Design input_cmd_queue_flat, sky130hd; sources not shown.
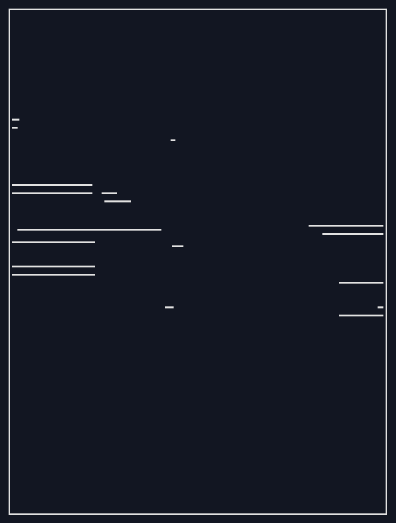
Run 1: the metal 3 layer
Drawn at 6 px/um.
share of all routed wire: 4.6%
main direction: horizontal
longest straight run: 23.7 um
wire length on this layer: 139 um
nets with wire on the layer: 15
DRT Wirelength: 3010 um
routed vias: 1055

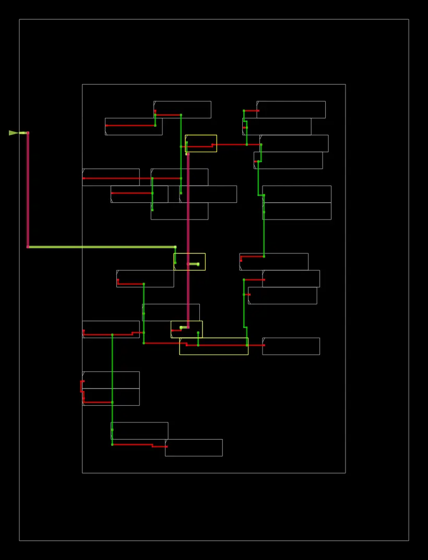
Run 1: the clock network
clk pwr: 241 uW
CLK BUF: 3
seq_cells: 24
CTS buffer count: 3
CTS sink cnt: 24

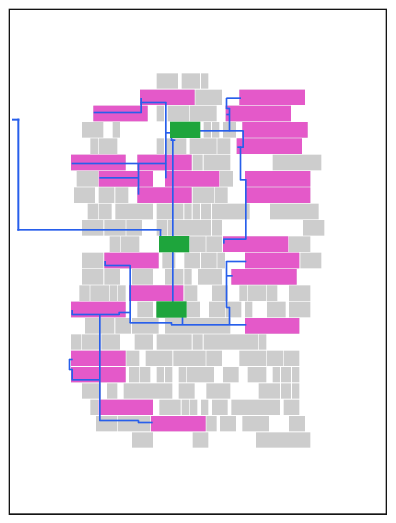
Run 1: routed clock nets over the placement
Drawn at 6 px/um.
[clock drivers] green | count: 3
[flip-flops] magenta | count: 24
[clock wires] blue | length: 278 um
routed clock nets: 4
Late-Pin Clk Latency: 0.27 ns
clock network power share: 19.9%

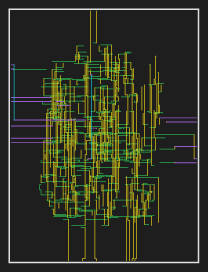
Run 1: metal layers overlaid
Drawn at 3 px/um.
[metal 3] purple | wire length: 139 um
[metal 2] yellow | wire length: 1780 um
[metal 4] cyan | wire length: 46.2 um
[metal 1] green | wire length: 1050 um
detailed-route wire length per cell: 15.3 um
Global Route Usage Sum: 11.7%

==> flow_metrics.tcl, run 1 <==
# place-and-route summary
set metrics [dict create \
    status "finished, final reports clean" \
    cts_tree "yes" \
    htreeDepth 1 \
    cts_resized 3 \
    gp_congestion 0.752 \
    worstPathMaxFanout 3 \
    postRouteAntennaNets 0 \
    synth-seq-cells 24 \
    grt_pass1_wl_um 5040 \
    pre_cts_ws_ns -0.557 \
    maxSlewHeadroom_pct 50.6 \
    reg2reg_slack_ns 0.62 \
    drtPass1Iterations 4 \
    fp_util_pct 51.4 \
    coreArea_sq_um 2650 \
    antenna_found_initial 0 \
    post-route-util_pct 71.1 \
    endpoint_kind "flop" \
    yosysUniqueCellTypes 35 \
    cap_violations 0 \
    worst_slew_pin_slew_ns 0.738 \
    path_cells "dlygate4sd2_1 -> ha_4 -> fa_2 -> ha_4 -> or3_4 -> o21a_1 -> ha_1 -> ha_2 -> nor2_1 -> fa_2 -> a21o_1 -> buf_4 -> nor3_2 -> a211oi_1" \
    crit_path_top_delay_cell "fa_2" \
    drive_above_1_share_pct 25.6 \
    cp_data_arrival_time_ns 3.44 \
    layout_top_cells "16 x clkdlybuf4s50_1, 16 x buf_4, 16 x dfrtp_1, 12 x inv_1, 12 x nor2_1" \
    fp.dieW_um 62.6 \
    layout_min_cycle_time_ns 3.42 \
    synth_top_area_share_pct 29.4 \
    critPathKind "in2reg" \
    portBuffers 20 \
    io-pin-count 21 \
    whs_ns 0.416 \
    synth_seq_share_pct 47.1 \
    ctsRootBufferMaster "clkbuf_8" \
    critPathBufInv 2 \
    finalClockPeriodUsage_pct 97.7 \
    die_height_um 83.9 \
    placed_cells 191 \
    slew_viol_final 0 \
    vias_per_cell 5.36 \
    tool_warnings 29 \
    drc 0 \
    cpLargestDelayFamily "adder cells" \
    setup_viol 0 \
    yosysChipArea_sq_um 1360 \
    dieArea_sq_um 5250 \
    path_clk_slew_ns 0.08 \
    max_freq_mhz 292 \
    dp_hpwl_um 2390 \
    post_dp_cell_area_sq_um 1750 \
    fillers 214 \
    postSynthCellCount 122 \
    grt_pass1_vias 1187 \
    required_ns 3.52 \
    syn_area_sq_um 1360 \
    synth_area_leader_cell "dfrtp_1" \
    setup_ws_ns 0.0795 \
    clockBufferDepth 2 \
    rows 23 \
    final-instance-count-excl-fill 197 \
    area_growth_syn_to_layout_pct 38.2 \
    postLayoutCellArea_sq_um 1880 \
    design_power_total_uw 1210 \
    initialDrtViolationCount 24 \
    grt_overflow 0 \
    ir_drop_uv 403 \
]
## run 1: power breakdown
| part | switching (uW) | internal (uW) |
|---|---|---|
| Sequential | 65.2 | 353 |
| Combinational | 235 | 317 |
| Clock | 88.0 | 153 |
| Total | 388 | 823 |
## run 1: synthesized netlist by cell type
library cell / count
a211oi_1: 1
a21o_1: 2
a21oi_1: 8
a311oi_1: 1
a31oi_1: 3
and3_1: 4
and3b_1: 1
buf_2: 1
clkbuf_1: 1
dfrtp_1: 16
edfxtp_1: 8
fa_1: 3
ha_1: 11
inv_1: 12
mux2i_1: 1
mux4_2: 2
nand2_1: 3
nand3_1: 6
nand4b_1: 1
nor2_1: 12
nor2b_1: 1
nor3_1: 5
nor3b_2: 1
nor4_1: 1
o211a_4: 1
o21a_1: 1
o21ai_0: 1
o21ai_1: 1
o311a_1: 1
o31ai_1: 1
or3_1: 2
or3_2: 1
or3b_4: 1
xnor2_1: 4
xor2_1: 3
## run 1: cell type report
type                            count  area [sq um]  area share, %
Timing Repair Buffer               36           324           17.2
Tap cell                           37          46.3           2.46
Sequential cell                    24           641           34.0
Inverter                           12          45.0           2.39
Multi-Input combinational cell     84           754           40.1
Clock buffer                        3          41.3           2.19
Clock inverter                      1          30.0           1.60
## run 1: metal layers
| metal | share of wire (%) | vias to the layer above | global-route usage (%) |
|---|---|---|---|
| met3 | 4.6 | 5 | 3.49 |
| met1 | 35 | 523 | 9.49 |
| met2 | 59 | 19 | 23.9 |
| li1 | - | 508 | - |
| met4 | 1.5 | 0 | 5.51 |
| met5 | 0 | - | 0 |
## run 1: cell families after synthesis
group,after synthesis,share of synthesized area (%)
fa+ha+maj,14,14.5
mux,3,4.04
flops,24,47.1
simple gates,39,15.4
buf+inv,14,3.95
xor+xnor,7,4.50
compound gates,21,10.5
==> inputs of run 2 (changes only) <==
--- a/config.mk
+++ b/config.mk
@@ -9,7 +9,7 @@
 export CORE_MARGIN = 10
 export CORE_UTILIZATION = 50
 export DETAILED_ROUTE_END_ITERATION = 8
-export PLACE_DENSITY = 0.74
+export PLACE_DENSITY = 0.82
 export SYNTH_ARGS = -nofsm -noshare
 export SYNTH_HDL_FRONTEND = slang
 export SYNTH_SLANG_ARGS = --single-unit
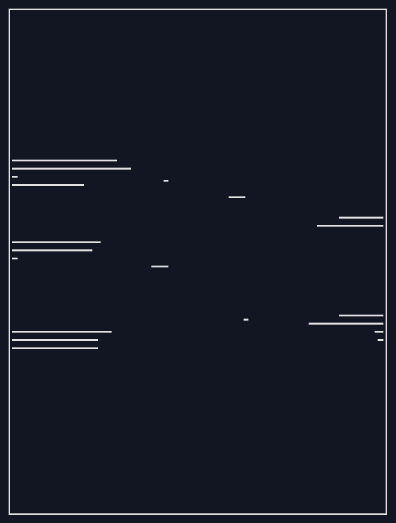
Run 2: the metal 3 layer
Drawn at 6 px/um.
main direction: horizontal
share of all routed wire: 5.1%
nets with wire on the layer: 18
longest straight run: 19.6 um
wire length on this layer: 167 um
met3 global-route usage: 3.36%
DRT Wirelength: 3240 um
routed vias: 1068

==> run 2 against run 1 <==
  * Register-to-register slack got worse by 0.04 ns
  * Critical path depth unchanged
  * Total power increased by 1.9%
  * Highest routed layer unchanged
  * Sequential power about the same
  * Cell count decreased by 0.51%
==> flow_metrics.tcl, run 2 <==
# place-and-route summary
set metrics [dict create \
    finalClockPeriodUsage_pct 94.3 \
    drtPass1Iterations 4 \
    fp.dieW_um 62.6 \
    layout_min_cycle_time_ns 3.30 \
    power_frac_seq_pct 34.1 \
    maxSlewHeadroom_pct 48.8 \
    clockBufferDepth 2 \
    numCtsBuffers 3 \
    crit_path_top_delay_cell "fa_2" \
    worstPathMaxFanout 3 \
    vias_per_cell 5.45 \
    reg2reg_slack_ns 0.58 \
    layout_top_cells "16 x clkdlybuf4s50_1, 16 x dfrtp_1, 15 x buf_4, 12 x inv_1, 12 x nor2_1" \
    yosysChipArea_sq_um 1360 \
    leakage_uw 0.000814 \
    synth_top_area_share_pct 29.4 \
    synth_seq_share_pct 47.1 \
    grt_pass1_vias 1201 \
    synth-seq-cells 24 \
    postSynthCellCount 122 \
    required_ns 3.52 \
    slew_viol_final 0 \
    ctsHoldBuffers 0 \
    yosysUniqueCellTypes 35 \
    whs_ns 0.421 \
    rows 23 \
    swShare_pct 33.0 \
    grt_max_degree 17 \
    setup_viol 0 \
    status "finished, final reports clean" \
    dieArea_sq_um 5250 \
    cts_tree "yes" \
    comb_power_share_pct 46.4 \
    antenna_found_initial 0 \
    dp_hpwl_um 2420 \
    synth_top_flop_cell "dfrtp_1" \
    design_power_total_uw 1230 \
    cap_violations 0 \
    portBuffers 20 \
    grt_pass1_wl_um 5390 \
    area_growth_syn_to_layout_pct 38.1 \
    critPathBufInv 2 \
    worst_slew_pin_slew_ns 0.765 \
    drc 0 \
    synth.area.top_cells "dfrtp_1 29%, edfxtp_1 18%, ha_1 10%" \
    ctsRootBufferMaster "clkbuf_8" \
    wl_per_cell_um 16.5 \
    cts_sinks 24 \
    io-pin-count 21 \
    fp_util_pct 51.4 \
    cp_data_arrival_time_ns 3.32 \
    tool_warnings 29 \
    synth-edff-count 8 \
    path_clk_slew_ns 0.09 \
    ir_drop_uv 412 \
    max_freq_mhz 303 \
    syn_area_sq_um 1360 \
    critPathKind "in2reg" \
    gp_congestion 0.801 \
    cp_slowest_stage_delay_ns 0.38 \
    htreeDepth 1 \
    async_flop_share_pct 66.7 \
    postRouteAntennaNets 0 \
    synth_area_leader_cell "dfrtp_1" \
    initialDrtViolationCount 52 \
    post-route-util_pct 71.0 \
    endpoint_kind "flop" \
    fillers 217 \
    die_height_um 83.9 \
    synth.avg_cell_area_sq_um 11.2 \
    common_cells "16 x dfrtp_1, 12 x inv_1, 12 x nor2_1" \
    grt_overflow 0 \
    num-nets-final 182 \
    clock_latency_ns 0.26 \
    p_clk_share_pct 19.5 \
    cpLargestDelayFamily "adder cells" \
    most_common_cell "dfrtp_1" \
    drive_above_1_share_pct 29.6 \
    path_cells "clkbuf_2 -> ha_4 -> fa_2 -> ha_4 -> or3_4 -> o21a_1 -> ha_2 -> nor2_1 -> ha_2 -> fa_2 -> a21o_1 -> buf_4 -> nor3_2 -> a211oi_1" \
    coreArea_sq_um 2650 \
    p_int_uw 827 \
    grtUsageTotal_pct 12.2 \
    p_switching_uw 408 \
]
## run 2: power groups by stage
stage / Combinational (uW) / Clock (uW) / Sequential (uW)
after floorplan: 320 / 0 / 411
after global placement: 501 / 0 / 418
after detailed placement: 536 / 0 / 427
after CTS: 547 / 245 / 422
after global routing: 642 / 259 / 431
final: 573 / 241 / 421
## run 2: layout make-up
type / count / area (sq um) / share of cell area (%)
tap: 37 / 46.3 / 2.46
clock inverter: 1 / 30.0 / 1.60
clock buffer: 3 / 41.3 / 2.20
multi-input combinational: 84 / 772 / 41.1
inverter: 12 / 45.0 / 2.40
timing repair buffer: 35 / 304 / 16.2
sequential: 24 / 641 / 34.1
## run 2: metrics by stage
stage               instance area (sq um)  worst slack (ns)  std cells  TNS, ns
floorplan                            1420            0.0126        122        0
global placement                     1750            -0.424        191    -3.22
detailed placement                   1750            -0.537        191    -4.19
CTS                                  1830            0.0111        196        0
global route                         1880            0.0404        196        0
finish                               1880             0.199        196        0
## run 2: timing repair
| item | CTS | global route |
|---|---|---|
| hold endpoints to repair | 0 | 0 |
| pin swaps | 2 | 9 |
| gates resized | 4 | 17 |
| setup endpoints to repair | 8 | 8 |
| buffers inserted | 1 | 0 |
## run 2: per-layer routing
layer / wire length (um) / share of wire [%] / track usage [%]
met1: 1140 / 35 / 10.8
met2: 1890 / 58 / 25.7
met3: 166 / 5.1 / 3.36
met4: 34 / 1.1 / 2.45
met5: 0 / 0 / 0
## run 2: logic make-up after synthesis
family / count (synthesis) / synth area share (%)
AND/OR/NAND/NOR: 39 / 15.4
AND-OR/OR-AND: 21 / 10.5
buffers and inverters: 14 / 3.95
flip-flops: 24 / 47.1
adder cells (fa/ha/maj): 14 / 14.5
XOR/XNOR: 7 / 4.50
multiplexers: 3 / 4.04
Power figures rest on the tool's default switching activity, not on a simulated workload.
